`config.mk`:
```
export PLATFORM = sky130hd
export DESIGN_NAME = cp0_exc_ctrl
export DESIGN_NICKNAME = d
export VERILOG_FILES = /design/src/rtl/cp0_pkg.sv /design/src/rtl/cp0_exc_ctrl_int_sync.sv /design/src/rtl/cp0_exc_ctrl.sv
export SDC_FILE = /design/constraint.sdc
export NUM_CORES = 1
export LEC_CHECK = 0
export CORE_UTILIZATION = 40
export DETAILED_ROUTE_END_ITERATION = 8
export PLACE_DENSITY = 0.76
export RECOVER_POWER = 25
export SYNTH_ARGS = -nofsm -noshare
export SYNTH_HDL_FRONTEND = slang
export SYNTH_SLANG_ARGS = --single-unit
```
`constraint.sdc`:
```
create_clock -name clk -period 2.5 [get_ports clk]
set_input_delay 0.375 -clock clk [delete_from_list [all_inputs] [get_ports clk]]
set_output_delay 0.375 -clock clk [all_outputs]
set_load 0.01 [all_outputs]
```
`src/rtl/cp0_pkg.sv`:
```
// ---------------------------------------------------------------------------
// cp0_pkg -- shared constants for the CP0 exception/interrupt controller.
//
// Contents:
//   - CP0 register select numbers (mfc0/mtc0 rd field)
//   - Bit positions of the SR and Cause fields
//   - ExcCode values used by the pipeline
//   - takeEpc(): return-address computation for an exception take
// ---------------------------------------------------------------------------
package cp0_pkg;

  // Register selects
  localparam logic [4:0] selBadVAddr = 5'd8;
  localparam logic [4:0] selSr       = 5'd12;
  localparam logic [4:0] selCause    = 5'd13;
  localparam logic [4:0] selEpc      = 5'd14;
  localparam logic [4:0] selPrid     = 5'd15;

  // SR fields
  localparam int bitIe    = 0;
  localparam int bitExl   = 1;
  localparam int bitImLsb = 10;

  // Cause fields
  localparam int bitExcLsb = 2;
  localparam int bitIpLsb  = 10;
  localparam int bitBd     = 31;

  typedef enum logic [4:0] {
    excInt  = 5'd0,
    excAdEL = 5'd4,
    excAdES = 5'd5,
    excRI   = 5'd10,
    excOv   = 5'd12
  } excCode_e;

  // An instruction in a delay slot restarts at its branch, one word back.
  // The low two bits are cleared so EPC is always word aligned.
  function automatic logic [31:0] takeEpc(input logic [31:0] pc, input logic bd);
    logic [31:0] ret;
    ret      = bd ? (pc - 32'd4) : pc;
    ret[1:0] = 2'b00;
    return ret;
  endfunction

endpackage

```
`src/rtl/cp0_exc_ctrl_int_sync.sv`:
```
// ---------------------------------------------------------------------------
// int_sync -- multi-flop synchroniser for a bus of asynchronous level inputs.
//
// Parameters:
//   WIDTH   number of independent lines
//   STAGES  flops per line (>= 1)
// Ports:
//   clk      rising-edge clock
//   reset    asynchronous active-low reset, clears every stage
//   asyncIn  level inputs, asynchronous to clk
//   syncOut  inputs delayed by STAGES clock edges
// ---------------------------------------------------------------------------
module int_sync #(
  parameter int WIDTH  = 1,
  parameter int STAGES = 2
) (
  input  logic             clk,
  input  logic             reset,
  input  logic [WIDTH-1:0] asyncIn,
  output logic [WIDTH-1:0] syncOut
);

  logic [WIDTH-1:0] stageQ [STAGES];

  always_ff @(posedge clk or negedge reset) begin
    if (!reset) begin
      for (int i = 0; i < STAGES; i++) stageQ[i] <= '0;
    end else begin
      stageQ[0] <= asyncIn;
      for (int i = 1; i < STAGES; i++) stageQ[i] <= stageQ[i-1];
    end
  end

  assign syncOut = stageQ[STAGES-1];

endmodule

```
`src/rtl/cp0_exc_ctrl.sv`:
```
// ---------------------------------------------------------------------------
// cp0_exc_ctrl -- CP0 exception and interrupt controller (SR, Cause, EPC,
// PRId, optional BadVAddr).
//
// Build option: define CP0_BADVADDR_EN to implement BadVAddr at select 8.
//   Without it select 8 reads 0 and bad_addr_m is ignored.
//
// Parameters:
//   NUM_HWINT    hardware interrupt lines (1..6)
//   SYNC_STAGES  synchroniser flops per hw_int line (1..3)
//   PRID_VALUE   constant returned by PRId
// Ports:
//   clk, reset   clock; asynchronous active-low reset
//   hw_int       level interrupt requests, asynchronous to clk
//   pc_m, bd_m   M-stage PC and branch-delay-slot flag
//   exc_code_m   M-stage exception code, 0 = none
//   bad_addr_m   faulting address (BadVAddr builds only)
//   we, wr_sel, wr_data   mtc0 write port
//   rd_sel, rd_data       mfc0 read port (combinational, pre-edge state)
//   eret         eret in M stage, clears EXL
//   int_req      take an exception/interrupt this cycle
//   epc          return address (bypasses a same-cycle mtc0 to EPC)
//   exl          SR.EXL
// ---------------------------------------------------------------------------
module cp0_exc_ctrl
  import cp0_pkg::*;
#(
  parameter int          NUM_HWINT   = 6,
  parameter int          SYNC_STAGES = 2,
  parameter logic [31:0] PRID_VALUE  = 32'h2020_0707
) (
  input  logic                 clk,
  input  logic                 reset,
  input  logic [NUM_HWINT-1:0] hw_int,
  input  logic [31:0]          pc_m,
  input  logic                 bd_m,
  input  logic [4:0]           exc_code_m,
  input  logic [31:0]          bad_addr_m,
  input  logic                 we,
  input  logic [4:0]           wr_sel,
  input  logic [31:0]          wr_data,
  input  logic [4:0]           rd_sel,
  output logic [31:0]          rd_data,
  input  logic                 eret,
  output logic                 int_req,
  output logic [31:0]          epc,
  output logic                 exl
);

  logic [NUM_HWINT-1:0] srIm;
  logic                 srExl;
  logic                 srIe;
  logic                 causeBd;
  logic [NUM_HWINT-1:0] causeIp;
  logic [4:0]           causeExc;
  logic [31:0]          epcReg;

  logic intPending;
  logic excPending;
  logic takeExc;
  logic wrAccept;

  // The last synchroniser stage is the Cause.IP register itself, so IP
  // follows the line level with no extra cycle and no latching.
  int_sync #(
    .WIDTH  (NUM_HWINT),
    .STAGES (SYNC_STAGES)
  ) uIntSync (
    .clk     (clk),
    .reset   (reset),
    .asyncIn (hw_int),
    .syncOut (causeIp)
  );

  assign intPending = srIe & ~srExl & (|(causeIp & srIm));
  assign excPending = (exc_code_m != 5'd0) & ~srExl;
  assign takeExc    = intPending | excPending;
  // A take in the same cycle wins over an mtc0.
  assign wrAccept   = we & ~takeExc;

  // Combinational outputs are forced low while reset is held, since the
  // M-stage inputs may still carry an exception request.
  assign int_req = reset & takeExc;
  assign exl     = srExl;
  assign epc     = !reset ? 32'd0 :
                   (we && (wr_sel == selEpc)) ? wr_data : epcReg;

  always_ff @(posedge clk or negedge reset) begin
    if (!reset) begin
      srIm     <= '0;
      srExl    <= 1'b0;
      srIe     <= 1'b0;
      causeBd  <= 1'b0;
      causeExc <= 5'd0;
      epcReg   <= 32'd0;
    end else if (takeExc) begin
      srExl    <= 1'b1;
      causeBd  <= bd_m;
      causeExc <= intPending ? 5'(excInt) : exc_code_m;
      epcReg   <= takeEpc(pc_m, bd_m);
    end else begin
      if (wrAccept && (wr_sel == selSr)) begin
        srIm  <= wr_data[bitImLsb +: NUM_HWINT];
        srExl <= wr_data[bitExl];
        srIe  <= wr_data[bitIe];
      end
      if (wrAccept && (wr_sel == selEpc)) begin
        epcReg <= wr_data;
      end
      // Placed after the SR write so eret has the last word on EXL.
      if (eret) begin
        srExl <= 1'b0;
      end
    end
  end

`ifdef CP0_BADVADDR_EN
  logic [31:0] badVAddr;

  always_ff @(posedge clk or negedge reset) begin
    if (!reset) begin
      badVAddr <= 32'd0;
    end else if (takeExc && !intPending &&
                 ((exc_code_m == 5'(excAdEL)) || (exc_code_m == 5'(excAdES)))) begin
      badVAddr <= bad_addr_m;
    end
  end
`else
  logic unusedBadAddr;
  assign unusedBadAddr = ^bad_addr_m;
`endif

  // Read mux reflects register state before the edge; no write bypass.
  always_comb begin
    rd_data = 32'd0;
    case (rd_sel)
      selSr: begin
        rd_data[bitImLsb +: NUM_HWINT] = srIm;
        rd_data[bitExl]                = srExl;
        rd_data[bitIe]                 = srIe;
      end
      selCause: begin
        rd_data[bitBd]                 = causeBd;
        rd_data[bitIpLsb +: NUM_HWINT] = causeIp;
        rd_data[bitExcLsb +: 5]        = causeExc;
      end
      selEpc:  rd_data = epcReg;
      selPrid: rd_data = PRID_VALUE;
`ifdef CP0_BADVADDR_EN
      selBadVAddr: rd_data = badVAddr;
`else
      selBadVAddr: rd_data = 32'd0;
`endif
      default: rd_data = 32'd0;
    endcase
  end

endmodule

```
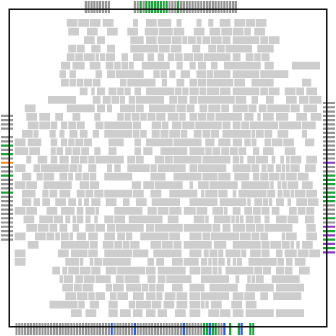
*Ports around the boundary, run 1*
Pins as bars across the die edge, other pins in grey.
| port | colour | pins | direction | edge |
|---|---|---|---|---|
| hw_int | blue | 6 | input | bottom |
| exc_code_m | purple | 5 | input | right |
| int_req | orange | 1 | output | left |
| rd_data | green | 32 | output | 10 right, 10 top, 8 bottom, 4 left |
DIE HEIGHT: 101 microns
die extent in x: 101 microns

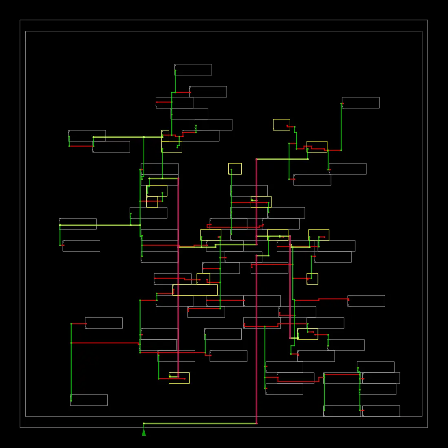
*Clock nets, run 1*
Seq cells: 58
Clk Latency, worst-skew pair: 350 ps

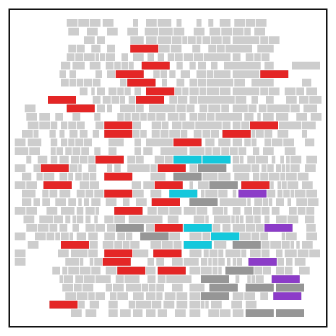
*Where the registers sit, run 1*
Other sequential cells in the stronger grey, the rest of the logic in the fainter grey.
| name in the netlist | colour | sequential cells |
|---|---|---|
| srIm | cyan | 6 |
| epcReg | red | 32 |
| causeExc | purple | 5 |
not coloured: 15
fraction of area in registers: 21.6%
Seq. pwr: 1570 uW
Storage cell area: 1450 sq um

==> results.sh, run 1 <==
# flow metrics
export IMPL_crit_cells=8
export IMPL_startpoint="wr_sel[2]"
export IMPL_boundaryPins=188
export IMPL_lay_top_cells="clkdlybuf4s50_1, buf_4, dfrtp_1"
export IMPL_first_pass_iters=5
export IMPL_status="completed"
export IMPL_layout_cells_most_common="clkdlybuf4s50_1"
export IMPL_worst_ep_arrival_time_ps=2090
export IMPL_min_period_ps=2460
export IMPL_ys_types=47
export IMPL_vias=4433
export IMPL_nFillCells=672
export IMPL_cts_root_buf="clkbuf_8"
export IMPL_cts_sinks=58
export IMPL_hold_violations=0
export IMPL_fin_nets=765
export IMPL_path_cells="clkdlybuf4s50_1, nand4b_1, buf_6, buf_12, buf_4, o31a_1, o21a_1, clkdlybuf4s15_1"
export IMPL_fmax_mhz=406
export IMPL_drive_above_1_share_pct=26.0
export IMPL_gp_congestion=0.928
export IMPL_layout_area_comb_sq_um=2580
export IMPL_warnings=60
export IMPL_cp_slowest_cell="clkdlybuf4s50_1"
export IMPL_drt_wl_total_microns=14500
export IMPL_p_per_area_nw_per_um2=682
export IMPL_power_leakage_uw=0.00297
export IMPL_slew_viol_final=0
export IMPL_path_class="in -> out"
export IMPL_numCtsBuffers=9
export IMPL_startpoint_type="primary input"
export IMPL_syn_to_final_growth_pct=72.3
export IMPL_r2r_start="srIm[4]"
export IMPL_drc=0
export IMPL_ff_type="dfrtp_1"
export IMPL_grt_pass1_vias=4331
export IMPL_hold_class="reg -> reg"
export IMPL_htreeDepth=3
export IMPL_rrSetupSlack_ps=130
export IMPL_synth_area_sq_um=3900
export IMPL_endpoint_kind="output port"
export IMPL_totalPowerFinal_uw=4570
export IMPL_worst_r2r_cell_count=5
export IMPL_cp_num_buf_inv=5
export IMPL_irDropWorstVdd_mv=0.410
export IMPL_period_used_pct=98.4
export IMPL_synth_cells=414
export IMPL_cp_slowest_stage_delay_ps=490
export IMPL_antenna_found_initial=0
export IMPL_setup_viol=0
export IMPL_yosys_stat_cells=414
export IMPL_edf_count=0
export IMPL_fin_ws_ps=40.0
export IMPL_dp_hpwl_microns=10600
export IMPL_yosysSeqAreaShare_pct=37.3
export IMPL_path_max_fanout=8
export IMPL_slew_headroom_pct=15.7
export IMPL_ys_warn_count=0
export IMPL_grt_pass1_wl_microns=22100
export IMPL_syn_area_per_cell_sq_um=9.41
export IMPL_required_ps=2120
export IMPL_chip_area_sq_um=10100
export IMPL_wire_per_inst_microns=18.7
export IMPL_synth_flops=58
export IMPL_avgViaCountPerCell=5.71
export IMPL_row_count=35
export IMPL_fp_util_pct=41.8
export IMPL_ant_nets=0
export IMPL_core_area_sq_um=9330
export IMPL_tns_ps=0
export IMPL_diodes=0
export IMPL_crit_family="buffers and inverters"
export IMPL_cts_buffer_depth=2
export IMPL_preCtsSetupSlack_ps=-286
export IMPL_endpoint="epc[25]"
export IMPL_io_buffers=153
export IMPL_yosysChipArea_sq_um=3900
export IMPL_clkTransAtPathRegs_ps=80
export IMPL_gr_total_overflow=0
export IMPL_synthArstFlopShare_pct=100
[run 1: worst min-delay path by stage]
stage                                   start             endpoint  slack, ps  cells after the start
final                     uIntSync.stageQ[11]  uIntSync.syncOut[5]        350                      0
after global routing      uIntSync.stageQ[11]  uIntSync.syncOut[5]        360                      0
after CTS                 uIntSync.stageQ[11]  uIntSync.syncOut[5]        350                      0
after detailed placement                reset            epcReg[9]        250                      1
after global placement                  reset            epcReg[9]        260                      1
after floorplan                         reset              causeBd         80                      0
[run 1: flip-flops by register name (all words and copies together) (netlist names)]
register / flops
srIm: 6
exl: 1
uIntSync.stageQ: 6
epcReg: 32
causeExc: 5
srIe: 1
causeBd: 1
uIntSync.syncOut: 6
[run 1: metal layers]
layer	vias up	share of wire, %	global-route usage [%]
met5	-	0	0
met4	0	2.6	9.92
met3	38	7.7	5.20
met2	226	48	47.1
met1	2124	42	37.6
li1	2045	-	-
[run 1: Yosys cell counts (all sizes together) (2+ instances only)]
library cell	count	area, sq um
or3	9	56.3
or4	16	126
nor4	22	144
and2	15	93.8
inv	6	22.5
or4b	2	20.0
o31ai	12	90.1
a31oi	17	106
mux2	8	90.1
nor2	32	120
nand3b	2	15.0
o21ai	8	40.0
nor3	7	35.0
and3	4	25.0
mux2i	36	360
nand4	2	12.5
buf	2	10.0
clkbuf	27	103
o21a	17	128
xor2	7	61.3
a22oi	8	60.1
nand2	9	36.3
dfrtp	58	1450
nand3	3	15.0
o31a	16	140
a21o	4	30.0
nor2b	20	125
nor4b	16	146
xnor2	6	52.6
a21oi	9	45.0
nand4b	4	35.0
[run 1: report_power, final]
group	total (uW)	switching, uW	internal [uW]
registers	1570	286	1280
clock network	902	434	468
logic	2100	1010	1090
[run 1: repair_timing]
item / CTS / global route
hold endpoints to repair: 6 / 0
setup endpoints to repair: 47 / 45
hold buffers: 1 / 0
resized: 77 / 43
cloned: 3 / 0
buffers inserted: 3 / 3
pin swaps: 8 / 5
[run 1: metrics by stage]
stage	utilization (%)	hold slack, ps	area [sq um]	instances
2_1_floorplan	-	79.4	3900	414
3_3_place_gp	66.0	257	6160	750
3_5_place_dp	66.0	255	6160	750
4_1_cts	71.1	353	6640	773
5_1_grt	72.0	356	6710	776
6_report	72.0	353	6710	776
[run 1: cell type report]
cell class	count	area share (%)
Timing Repair Buffer	246	34.1
Clock inverter	7	1.17
Inverter	6	0.336
Sequential cell	58	21.6
Multi-Input combinational cell	321	38.5
Tap cell	129	2.40
Clock buffer	9	1.85
[run 1: logic make-up (layout without fill, tap and decap cells)]
group | Yosys count | count (layout) | synth area share (%)
and+or+nand+nor | 167 | 167 | 26.8
AOI/OAI and AO/OA | 96 | 96 | 17.7
DFF | 58 | 58 | 37.3
muxes | 44 | 44 | 11.6
buffers and inverters | 35 | 268 | 3.47
xor gates and xnor gates | 13 | 13 | 2.92
adders and majority gates | 1 | 1 | 0.321
==> run 2, diff against run 1 <==
Settings changed: CORE_UTILIZATION 40 to 35, PLACE_DENSITY 0.76 to 0.7.
Clock period 2.5 ns to 2.16 ns, I/O delays scaled along.
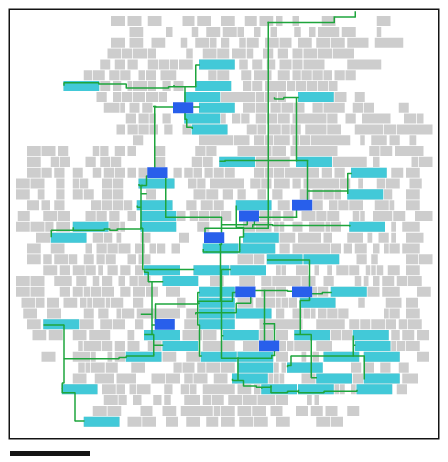
*Clock network drawn from the DEF, run 2*
The bar under the picture is 20 microns long.
[clock drivers] blue | count: 9
[clock wires] green | length: 821 microns
[flip-flops] cyan | count: 58
routed clock nets: 10

==> results.sh, run 2 <==
# flow metrics
export IMPL_core_area_sq_um=10800
export IMPL_chip_area_sq_um=11600
export IMPL_synth_cells=414
export IMPL_path_cells="dlygate4sd2_1, nor4bb_4, nand3_2, buf_12, mux2i_1, nor2b_1, dlygate4sd2_1"
export IMPL_wire_per_inst_microns=18.9
export IMPL_gp_congestion=0.995
export IMPL_drt_wl_total_microns=15400
export IMPL_ant_nets=0
export IMPL_ys_warn_count=0
export IMPL_vias=4510
export IMPL_antenna_found_initial=0
export IMPL_yosysChipArea_sq_um=3900
export IMPL_status="finished with violations"
export IMPL_grt_max_degree=55
export IMPL_path_class="in -> out"
export IMPL_maxCapViolations=0
export IMPL_htreeDepth=3
export IMPL_fin_nets=792
export IMPL_p_per_area_nw_per_um2=778
export IMPL_grt_pass1_wl_microns=23600
export IMPL_top_area_share_pct=37.3
export IMPL_boundaryPins=188
export IMPL_crit_family="buffers and inverters"
export IMPL_synth_area_sq_um=3900
export IMPL_irDropWorstVdd_mv=0.336
export IMPL_period_used_pct=100
export IMPL_fmax_mhz=463
export IMPL_initialDrtViolationCount=240
export IMPL_synth_top_cell_by_count="dfrtp_1"
export IMPL_layout_cells_most_common="buf_4"
export IMPL_fp_nets=537
export IMPL_drc=0
export IMPL_layout_area_comb_sq_um=2600
export IMPL_avgViaCountPerCell=5.54
export IMPL_fin_ws_ps=-0.741
export IMPL_syn_to_final_growth_pct=77.2
export IMPL_dp_hpwl_microns=11300
export IMPL_numCtsBuffers=9
export IMPL_preCtsSetupSlack_ps=-611
export IMPL_die_x_microns=108
export IMPL_cp_slowest_cell="nor4bb_4"
export IMPL_cp_num_buf_inv=3
export IMPL_slew_headroom_pct=54.7
export IMPL_hold_class="reg -> reg"
export IMPL_edf_count=0
export IMPL_cp_slowest_stage_delay_ps=310
export IMPL_required_ps=1840
export IMPL_rsz0062_at_grt="yes"
export IMPL_ys_types=47
export IMPL_cts_root_buf="clkbuf_8"
export IMPL_regMostFlops="epcReg"
export IMPL_power_leakage_uw=0.00311
export IMPL_path_max_fanout=16
export IMPL_violations="setup timing"
export IMPL_stdcell_count=814
export IMPL_drive_above_1_share_pct=31.8
export IMPL_top_area_cell="dfrtp_1"
export IMPL_clkTransAtPathRegs_ps=80
export IMPL_diodes=0
export IMPL_startpoint_type="primary input"
export IMPL_syn_area_per_cell_sq_um=9.41
export IMPL_largest_register_ffs=32
export IMPL_ff_type="dfrtp_1"
export IMPL_gr_total_overflow=0
export IMPL_place_inst=786
export IMPL_row_count=38
export IMPL_first_pass_iters=4
export IMPL_nFillCells=916
export IMPL_setup_viol=1
export IMPL_top_cells_by_count="dfrtp_1, mux2i_1, nor2_1, clkbuf_1, nor4_1"
export IMPL_min_period_ps=2160
export IMPL_synth_flops=58
export IMPL_worst_ep_arrival_time_ps=1840
export IMPL_grt_use_total_pct=26.8
export IMPL_lay_top_cells="buf_4, clkdlybuf4s50_1, dfrtp_1"
export IMPL_fp_util_pct=35.9
export IMPL_cts_tree="yes"
export IMPL_synthArstFlopShare_pct=100
export IMPL_io_buffers=153
export IMPL_yosys_stat_cells=414
export IMPL_utilization_pct=63.7
export IMPL_register_area_sq_um=1450
export IMPL_cp_common_cell="dlygate4sd2_1"
export IMPL_area_leaders="dfrtp_1, mux2i_1, o31a_1"
export IMPL_cts_buffer_depth=2
export IMPL_die_h_microns=108
export IMPL_slew_viol_final=0
export IMPL_endpoint_kind="output port"
export IMPL_grt_pass1_vias=4511
export IMPL_yosysSeqAreaShare_pct=37.3
export IMPL_tightest_slew_ps=679
export IMPL_hold_violations=0
export IMPL_warnings=62
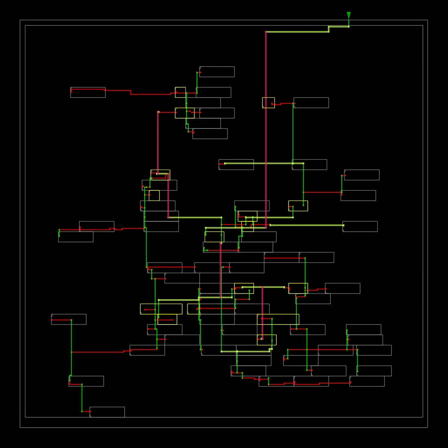
*Clock nets, run 2*
CTS Sinks: 58
Clk Latency, worst-skew pair: 340 ps
clk_skew: 13.1 ps

[run 2: cell count changes in the layout (fill, tap and decap cells not counted), moves of 3 or more]
cell and delta:
clkdlybuf4s50_1 -30, buf_4 +21, dlygate4sd2_1 +16, buf_2 +12
dlymetal6s2s_1 -5, nor4b_2 +5, nor4b_4 -4, clkdlybuf4s15_1 +3
[run 2: layout make-up]
type / instances / area share, %
inverter: 6 / 0.326
tap: 140 / 2.54
multi-input combinational: 321 / 37.7
timing repair buffer: 273 / 35.2
clock inverter: 7 / 1.47
clock buffer: 9 / 1.79
sequential: 58 / 21.0
[run 2: layer usage]
layer	vias to the layer above	part of all wire [%]	routed length, microns	GRT usage (%)
met2	184	49	7580	44.6
met3	24	5.9	899	3.45
li1	2104	-	-	-
met1	2198	43	6610	36.1
met5	-	0	0	0
met4	0	1.8	280	7.83
[run 2: power breakdown]
group / internal, uW / switching, uW / leakage, uW / total (uW)
registers: 1480 / 344 / 0.000684 / 1830
clock network: 659 / 492 / 0.000106 / 1150
logic: 1200 / 1190 / 0.00232 / 2390
[run 2: cell families after synthesis]
kind of cell             Yosys count  synth area share (%)
AND/OR/NAND/NOR                  167                  26.8
AND-OR/OR-AND                     96                  17.7
flip-flops                        58                  37.3
multiplexers                      44                  11.6
buffers and inverters             35                  3.47
XOR/XNOR                          13                  2.92
adder cells (fa/ha/maj)            1                 0.321
[run 2: final timing paths]
kind / cells after the start / to / slack, ps / start
max in group asynchronous: 4 / uIntSync.stageQ[10] / 990 / reset
worst min-delay path: 0 / uIntSync.syncOut[3] / 340 / uIntSync.stageQ[9]
worst max-delay path: 7 / epc[14] / -0.7 / wr_sel[0]
worst min register to register: 0 / uIntSync.syncOut[3] / 340 / uIntSync.stageQ[9]
min in group asynchronous: 3 / epcReg[29] / 520 / reset
worst max register to register: 5 / causeExc[3] / 270 / srIm[4]
[run 2: per-stage QoR]
step	cell area, sq um	power (uW)	TNS, ps	hold slack [ps]
detailed placement	6380	4190	-26750	303
global route	6900	5640	-474	343
CTS	6860	5280	-2.33	340
finish	6900	5370	-0.741	341
global placement	6380	4150	-25000	305
floorplan	3900	2910	0	28.4
[run 2: timing repair]
item                                   in CTS  in global routing
setup endpoints to repair                  62                 64
resized                                   158                 53
hold buffers                                1                  0
pin swaps                                  14                 10
setup buffers                               5                  3
endpoints found under the hold margin      18                  0
gates cloned                                4                  0
==> run 3, diff against run 2 <==
Settings changed: CAP_MARGIN from default to 15.
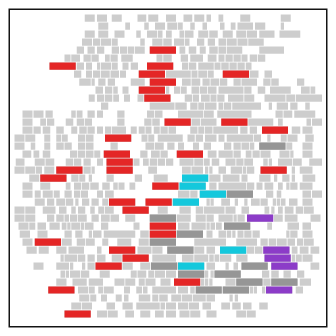
*Where the registers sit, run 3*
Other sequential cells in the stronger grey, the rest of the logic in the fainter grey.
| name in the netlist | colour | sequential cells |
|---|---|---|
| causeExc | purple | 5 |
| srIm | cyan | 6 |
| epcReg | red | 32 |
not coloured: 15
Seq. pwr: 1830 uW
fraction of area in registers: 21.0%
Finished Core Util: 63.7%

==> results.sh, run 3 <==
# flow metrics
export IMPL_status="finished with violations"
export IMPL_violations="setup timing"
export IMPL_lay_top_cells="buf_4, clkdlybuf4s50_1, dfrtp_1"
export IMPL_cts_sinks=58
export IMPL_drt_wl_total_microns=15400
export IMPL_top_area_cell="dfrtp_1"
export IMPL_die_h_microns=108
export IMPL_r2r_start="srIm[4]"
export IMPL_tns_ps=-0.741
export IMPL_first_pass_iters=4
export IMPL_path_class="in -> out"
export IMPL_edf_count=0
export IMPL_setup_viol=1
export IMPL_syn_area_per_cell_sq_um=9.41
export IMPL_synth_cells=414
export IMPL_worst_r2r_cell_count=5
export IMPL_power_leakage_uw=0.00311
export IMPL_fp_util_pct=35.9
export IMPL_nFillCells=916
export IMPL_clkTransAtPathRegs_ps=80
export IMPL_ant_nets=0
export IMPL_avgViaCountPerCell=5.54
export IMPL_hold_violations=0
export IMPL_min_period_ps=2160
export IMPL_cp_slowest_cell="nor4bb_4"
export IMPL_largest_register_ffs=32
export IMPL_ys_types=47
export IMPL_yosysSeqAreaShare_pct=37.3
export IMPL_irDropWorstVdd_mv=0.336
export IMPL_maxCapViolations=0
export IMPL_io_buffers=153
export IMPL_totalPowerFinal_uw=5370
export IMPL_warnings=62
export IMPL_htreeDepth=3
export IMPL_hold_ws_ps=341
export IMPL_antenna_found_initial=0
export IMPL_worst_clock_skew_ps=13.1
export IMPL_fin_nets=792
export IMPL_area_leaders="dfrtp_1, mux2i_1, o31a_1"
export IMPL_fp_nets=537
export IMPL_period_used_pct=100
export IMPL_diodes=0
export IMPL_cp_slowest_stage_delay_ps=310
export IMPL_slew_viol_final=0
export IMPL_p_per_area_nw_per_um2=778
export IMPL_place_inst=786
export IMPL_clk_latency_ps=340
export IMPL_die_x_microns=108
export IMPL_required_ps=1840
export IMPL_worst_ep_arrival_time_ps=1840
export IMPL_dp_hpwl_microns=11300
export IMPL_whs_path_depth=0
export IMPL_reg2reg_to="causeExc[3]"
export IMPL_chip_area_sq_um=11600
export IMPL_gr_total_overflow=0
export IMPL_cp_common_cell="dlygate4sd2_1"
export IMPL_numCtsBuffers=9
export IMPL_grt_pass1_wl_microns=23600
export IMPL_drive_above_1_share_pct=31.8
export IMPL_stdcell_count=814
export IMPL_layout_cells_most_common="buf_4"
export IMPL_rrSetupSlack_ps=270
export IMPL_fin_ws_ps=-0.741
export IMPL_ff_type="dfrtp_1"
export IMPL_startpoint_type="primary input"
export IMPL_initialDrtViolationCount=240
export IMPL_row_count=38
export IMPL_top_area_share_pct=37.3
export IMPL_path_max_fanout=16
export IMPL_place_area_sq_um=6380
export IMPL_fin_area_sq_um=6900
export IMPL_grt_pass1_vias=4511
export IMPL_tightest_slew_ps=679
export IMPL_hold_class="reg -> reg"
export IMPL_slew_headroom_pct=54.7
export IMPL_yosysChipArea_sq_um=3900
export IMPL_cts_root_buf="clkbuf_8"
export IMPL_cts_tree="yes"
export IMPL_cts_buffer_depth=2
export IMPL_synthArstFlopShare_pct=100
export IMPL_hold_path_startpoint="uIntSync.stageQ[9]"
export IMPL_grt_max_degree=55
export IMPL_syn_to_final_growth_pct=77.2
export IMPL_core_area_sq_um=10800
export IMPL_boundaryPins=188
export IMPL_regMostFlops="epcReg"
export IMPL_gp_congestion=0.995
export IMPL_drc=0
export IMPL_yosys_stat_cells=414
export IMPL_synth_area_sq_um=3900
export IMPL_ys_warn_count=0
export IMPL_synth_flops=58
export IMPL_fmax_mhz=463
export IMPL_endpoint_kind="output port"
export IMPL_top_cells_by_count="dfrtp_1, mux2i_1, nor2_1, clkbuf_1, nor4_1"
export IMPL_min_to="uIntSync.syncOut[3]"
export IMPL_synth_top_cell_by_count="dfrtp_1"
export IMPL_rsz0062_at_grt="yes"
export IMPL_path_cells="dlygate4sd2_1, nor4bb_4, nand3_2, buf_12, mux2i_1, nor2b_1, dlygate4sd2_1"
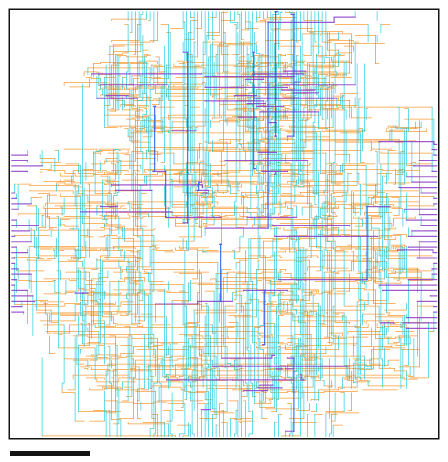
*Routed metal, one colour a layer, run 3*
The bar under the picture is 20 microns long.
| layer | colour | wire length |
|---|---|---|
| metal 3 | purple | 899 microns |
| metal 2 | cyan | 7,580 microns |
| metal 1 | orange | 6,610 microns |
| metal 4 | blue | 280 microns |
GR Util All Layers: 26.8%
Routed WL per cell: 18.9 microns
DR vias: 4,510

==> run 3: through the flow <==
step	setup slack, ps	util [%]
2_1_floorplan	105	-
3_3_place_gp	-525	58.9
3_5_place_dp	-611	58.9
4_1_cts	-2.33	63.2
5_1_grt	-79.9	63.7
6_report	-0.741	63.7
==> run 3: routing by layer <==
metal | vias to the layer above | track usage (%) | wire length [microns]
met5 | - | 0 | 0
met4 | 0 | 7.83 | 280
met3 | 24 | 3.45 | 899
met2 | 184 | 44.6 | 7580
met1 | 2198 | 36.1 | 6610
li1 | 2104 | - | -
==> run 3: logic make-up after synthesis <==
family,count (synthesis),synth area share [%]
buf+inv,35,3.47
mux,44,11.6
simple gates,167,26.8
compound gates,96,17.7
xor+xnor,13,2.92
fa+ha+maj,1,0.321
flops,58,37.3
==> run 3: worst max-delay path: cells and delay by family <==
family                 cells  cell delay [ps]
AND/OR/NAND/NOR            3              510
multiplexers               1              230
buffers and inverters      3              750
==> run 3: cell type report <==
cell class	instances	area (sq um)	area share (%)
tap	140	175	2.54
clock inverter	7	101	1.47
timing repair buffer	273	2430	35.2
multi-input combinational	321	2600	37.7
sequential	58	1450	21.0
inverter	6	22.5	0.326
clock buffer	9	124	1.79
==> run 3: worst max-delay path by stage <==
stage / start / endpoint / slack (ps) / cells after the start
4_1_cts: rd_sel[1] / rd_data[9] / -2 / 5
6_report: wr_sel[0] / epc[14] / -0.7 / 7
2_1_floorplan: wr_sel[0] / epc[10] / 110 / 6
5_1_grt: wr_sel[0] / epc[14] / -80 / 7
3_3_place_gp: wr_sel[3] / epc[10] / -530 / 7
3_5_place_dp: wr_sel[3] / epc[3] / -610 / 7
==> run 3: power breakdown <==
| part | switching [uW] | internal, uW |
|---|---|---|
| Clock | 492 | 659 |
| Sequential | 344 | 1480 |
| Combinational | 1190 | 1200 |
==> run 3: repair_timing <==
item,in CTS,in global routing
hold buffers,1,0
gates resized,158,53
endpoints found under the hold margin,18,0
pin swaps,14,10
setup endpoints to repair,62,64
gates cloned,4,0
buffers inserted,5,3
No activity file was given, so power comes from the tool's default toggle rates.
